<file path="src/rtl/vehicle_sensor_conditioner.sv">
// vehicle_sensor_conditioner: synchronise/debounce loop detector, queue vehicles, drive request x.
// Optional stuck-high detector enabled by SENSOR_STUCK_DET_EN.
module vehicle_sensor_conditioner #(
  parameter int         DEBOUNCE_CYCLES = 4,
  parameter int         DEPART_CYCLES   = 3,
  parameter int         QUEUE_W         = 4,
  parameter logic [1:0] GREEN_CODE      = 2'b10,
  parameter int         STUCK_CYCLES    = 64
) (
  input  logic               clk,
  input  logic               reset,
  input  logic               raw_sensor,
  input  logic [1:0]         cntry_road_signal,
  output logic               x,
  output logic [QUEUE_W-1:0] queue_count,
  output logic               arrival,
  output logic               debounced,
  output logic               sensor_fault
);
  localparam int DW = $clog2(DEBOUNCE_CYCLES);
  localparam int PW = $clog2(DEPART_CYCLES + 1);
  typedef enum logic [1:0] {LOW, RISE_CHK, HIGH, FALL_CHK} state_t;
  state_t state, state_n;
  logic sync1, sync2, rise, run, depart;
  logic [DW-1:0] cnt, cnt_n;
  logic [PW-1:0] pcnt;
  always_ff @(posedge clk) begin
    if (reset) begin
      sync1 <= 1'b0;
      sync2 <= 1'b0;
      state <= LOW;
      cnt <= '0;
    end else begin
      sync1 <= raw_sensor;
      sync2 <= sync1;
      state <= state_n;
      cnt <= cnt_n;
    end
  end
  // The first stable sample is counted on entry to a check state.
  always_comb begin
    state_n = state;
    cnt_n = cnt;
    rise = 1'b0;
    unique case (state)
      LOW: if (sync2) begin
        state_n = RISE_CHK;
        cnt_n = DW'(1);
      end
      RISE_CHK: if (!sync2) begin
        state_n = LOW;
        cnt_n = '0;
      end else if (cnt == DW'(DEBOUNCE_CYCLES - 1)) begin
        state_n = HIGH;
        cnt_n = '0;
        rise = 1'b1;
      end else cnt_n = cnt + DW'(1);
      HIGH: if (!sync2) begin
        state_n = FALL_CHK;
        cnt_n = DW'(1);
      end
      FALL_CHK: if (sync2) begin
        state_n = HIGH;
        cnt_n = '0;
      end else if (cnt == DW'(DEBOUNCE_CYCLES - 1)) begin
        state_n = LOW;
        cnt_n = '0;
      end else cnt_n = cnt + DW'(1);
    endcase
  end
  assign debounced = (state == HIGH) || (state == FALL_CHK);
  assign run = (cntry_road_signal == GREEN_CODE) && (queue_count != '0);
  assign depart = run && (pcnt == PW'(DEPART_CYCLES - 1));
  always_ff @(posedge clk) begin
    if (reset) begin
      arrival <= 1'b0;
      pcnt <= '0;
      queue_count <= '0;
    end else begin
      arrival <= rise;
      pcnt <= (!run || depart) ? '0 : pcnt + PW'(1);
      if (rise && !depart && queue_count != '1) queue_count <= queue_count + QUEUE_W'(1);
      else if (depart && !rise) queue_count <= queue_count - QUEUE_W'(1);
    end
  end
`ifdef SENSOR_STUCK_DET_EN
  localparam int SW = $clog2(STUCK_CYCLES + 1);
  logic [SW-1:0] scnt;
  always_ff @(posedge clk) begin
    if (reset) begin
      scnt <= '0;
      sensor_fault <= 1'b0;
    end else begin
      scnt <= !debounced ? '0 : (scnt == SW'(STUCK_CYCLES)) ? scnt : scnt + SW'(1);
      if (debounced && scnt == SW'(STUCK_CYCLES - 1)) sensor_fault <= 1'b1;
    end
  end
`else
  assign sensor_fault = (STUCK_CYCLES < 0);
`endif
  assign x = (queue_count != '0) || sensor_fault;
endmodule

</file>
<file path="config.mk">
export PLATFORM = sky130hd
export DESIGN_NAME = vehicle_sensor_conditioner
export DESIGN_NICKNAME = d
export VERILOG_FILES = /design/src/rtl/vehicle_sensor_conditioner.sv
export SDC_FILE = /design/constraint.sdc
export NUM_CORES = 1
export LEC_CHECK = 0
export CORE_ASPECT_RATIO = 1.1
export CORE_UTILIZATION = 40
export CTS_BUF_LIST = sky130_fd_sc_hd__clkbuf_8
export DETAILED_ROUTE_END_ITERATION = 6
export REMOVE_ABC_BUFFERS = 1
export SLEW_MARGIN = 10
export SYNTH_ARGS = -nofsm -noshare
export SYNTH_HDL_FRONTEND = slang
export SYNTH_SLANG_ARGS = --single-unit
</file>
<file path="constraint.sdc">
create_clock -name clk -period 3.45 [get_ports clk]
set_input_delay 0.8625 -clock clk [delete_from_list [all_inputs] [get_ports clk]]
set_output_delay 0.8625 -clock clk [all_outputs]
set_load 0.01 [all_outputs]
</file>
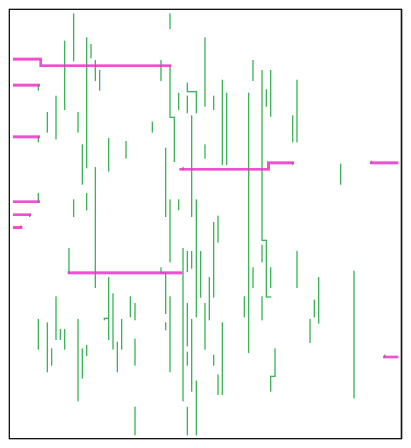
(images/layers.png)
Two of the layers only.
colour	layer	wire length
green	M2	417 um
magenta	M3	55.0 um

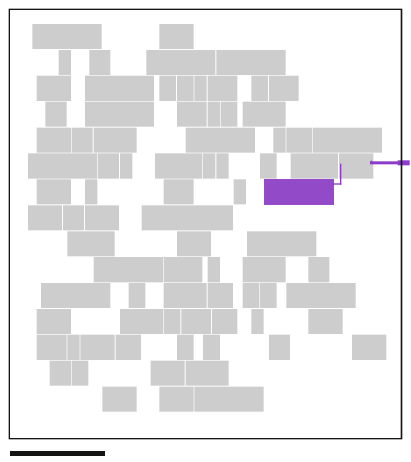
(images/port_trees.png)
Scale bar: 10 um.
colour	port	direction	end cells	buffers	wire
purple	arrival	output	1	1	5.80 um

==> out/metrics.yaml <==
place_hpwl_um: 783
met2_usage: 0.184
pre_cts_slack_ps: 267
buffers: 13
leakagePower_nw: 0.314
cts_htree_levels: 1
io_pins: 13
seq_power_w: 0.000154
reg2reg_depth: 8
top_usage_layer: "met2"
critPathSlowestCell: "or4b_1"
final-comb-area_um2: 383
top_cells_by_area: "dfxtp_1 39%, ha_1 7.5%, a311oi_4 3.9%"
r2r-start: "queue_count[0]"
holdPathStages: 1
clock.fmax_ghz: 0.341
antenna_found_initial: 0
grt_usage: 0.142
reg_top3: "queue_count: 4 flops, cnt: 2 flops, pcnt: 2 flops"
start_kind: "primary input"
setup_viol: 0
initCoreUtil: 0.425
cts_hold_buf: 0
p_per_area_nw_per_um2: 358
synth-seq-cells: 13
grt_pass1_wl_mm: 1.69
taps: 17
endpoint_kind: "register"
synthCells: 69
wl_met2_um: 417
hold_end: "pcnt[0]"
post_cts_buffers: 0
fin_cells: 99
p_switching_w: 0.0000631
ir_drop_uv: 215
warnings: 25
wl_met1_um: 578
syn_to_final_growth_pct: 25.7
post-place-cells: 95
finish.utilization: 0.535
core_area_um2: 1580
critical_path_class: "in2reg"
flops: 13
use_met1: 0.183
required_ps: 3600
most-common-layout-cells: "13 x dfxtp_1, 11 x clkdlybuf4s50_1, 5 x nand2_1"
synth_simple_gate_area_share: 0.285
regArea_um2: 260
worstPathMaxFanout: 3
root_buffer: "clkbuf_8"
die_y_um: 44.9
synth_cell_types: 31
most_common_cell: "dfxtp_1"
insertion_delay_ps: 240
p_seq_frac: 0.510
comb-power_w: 0.0000120
finalCritPeriodShare: 0.851
cts_sinks: 13
fin_skew_ps: 2.51
ys_sh_adder: 0.104
status: "finished clean"
buf_share: 0.148
grt_pass1_vias: 418
grt_max_degree: 17
sh_seq_area: 0.309
edf_count: 0
drv_slew: 0
synthXorXnorAreaFrac: 0.0261
totalWireLength_mm: 1.06
vias: 510
cp_cell_sequence: "clkdlybuf4s50_1, nor2b_1, a311oi_4, inv_1, ha_1, a21oi_1, nand2_1, or4b_1, o311ai_1"
num_rows: 15
top_power_group: "registers"
gp_congestion: 0.796
clockNetworkAreaShare: 0.0549
critPathBufInv: 2
p_int_w: 0.000238
clkPwrFrac: 0.451
sh_comb_area: 0.454
max_slew.worst_pin.slew_ps: 559
dr.pass1.iters: 5
path_delay_family: "simple AND/OR/NAND/NOR gates"
yosys_area_um2: 671
clock_buffer_count: 3
synthMuxAreaShare: 0.0299
cts_resized: 0
grt-ovfl-total: 0
worst reg2reg max path, stage by stage (launching register included):
cell	delay, ps
dfxtp_1	370
or4_4	600
a311oi_4	280
inv_1	90
ha_1	320
a21oi_1	270
nand2_1	100
or4b_1	500
o311ai_1	80
worst max-delay path by stage:
stage                         start              to  slack, ps  cells after the start
2_1_floorplan  cntry_road_signal[1]  queue_count[3]        620                      8
3_3_place_gp   cntry_road_signal[1]  queue_count[3]        280                      9
3_5_place_dp   cntry_road_signal[1]  queue_count[3]        270                      9
4_1_cts        cntry_road_signal[1]  queue_count[3]        520                      9
5_1_grt        cntry_road_signal[1]  queue_count[3]        400                      9
6_report       cntry_road_signal[1]  queue_count[3]        510                      9
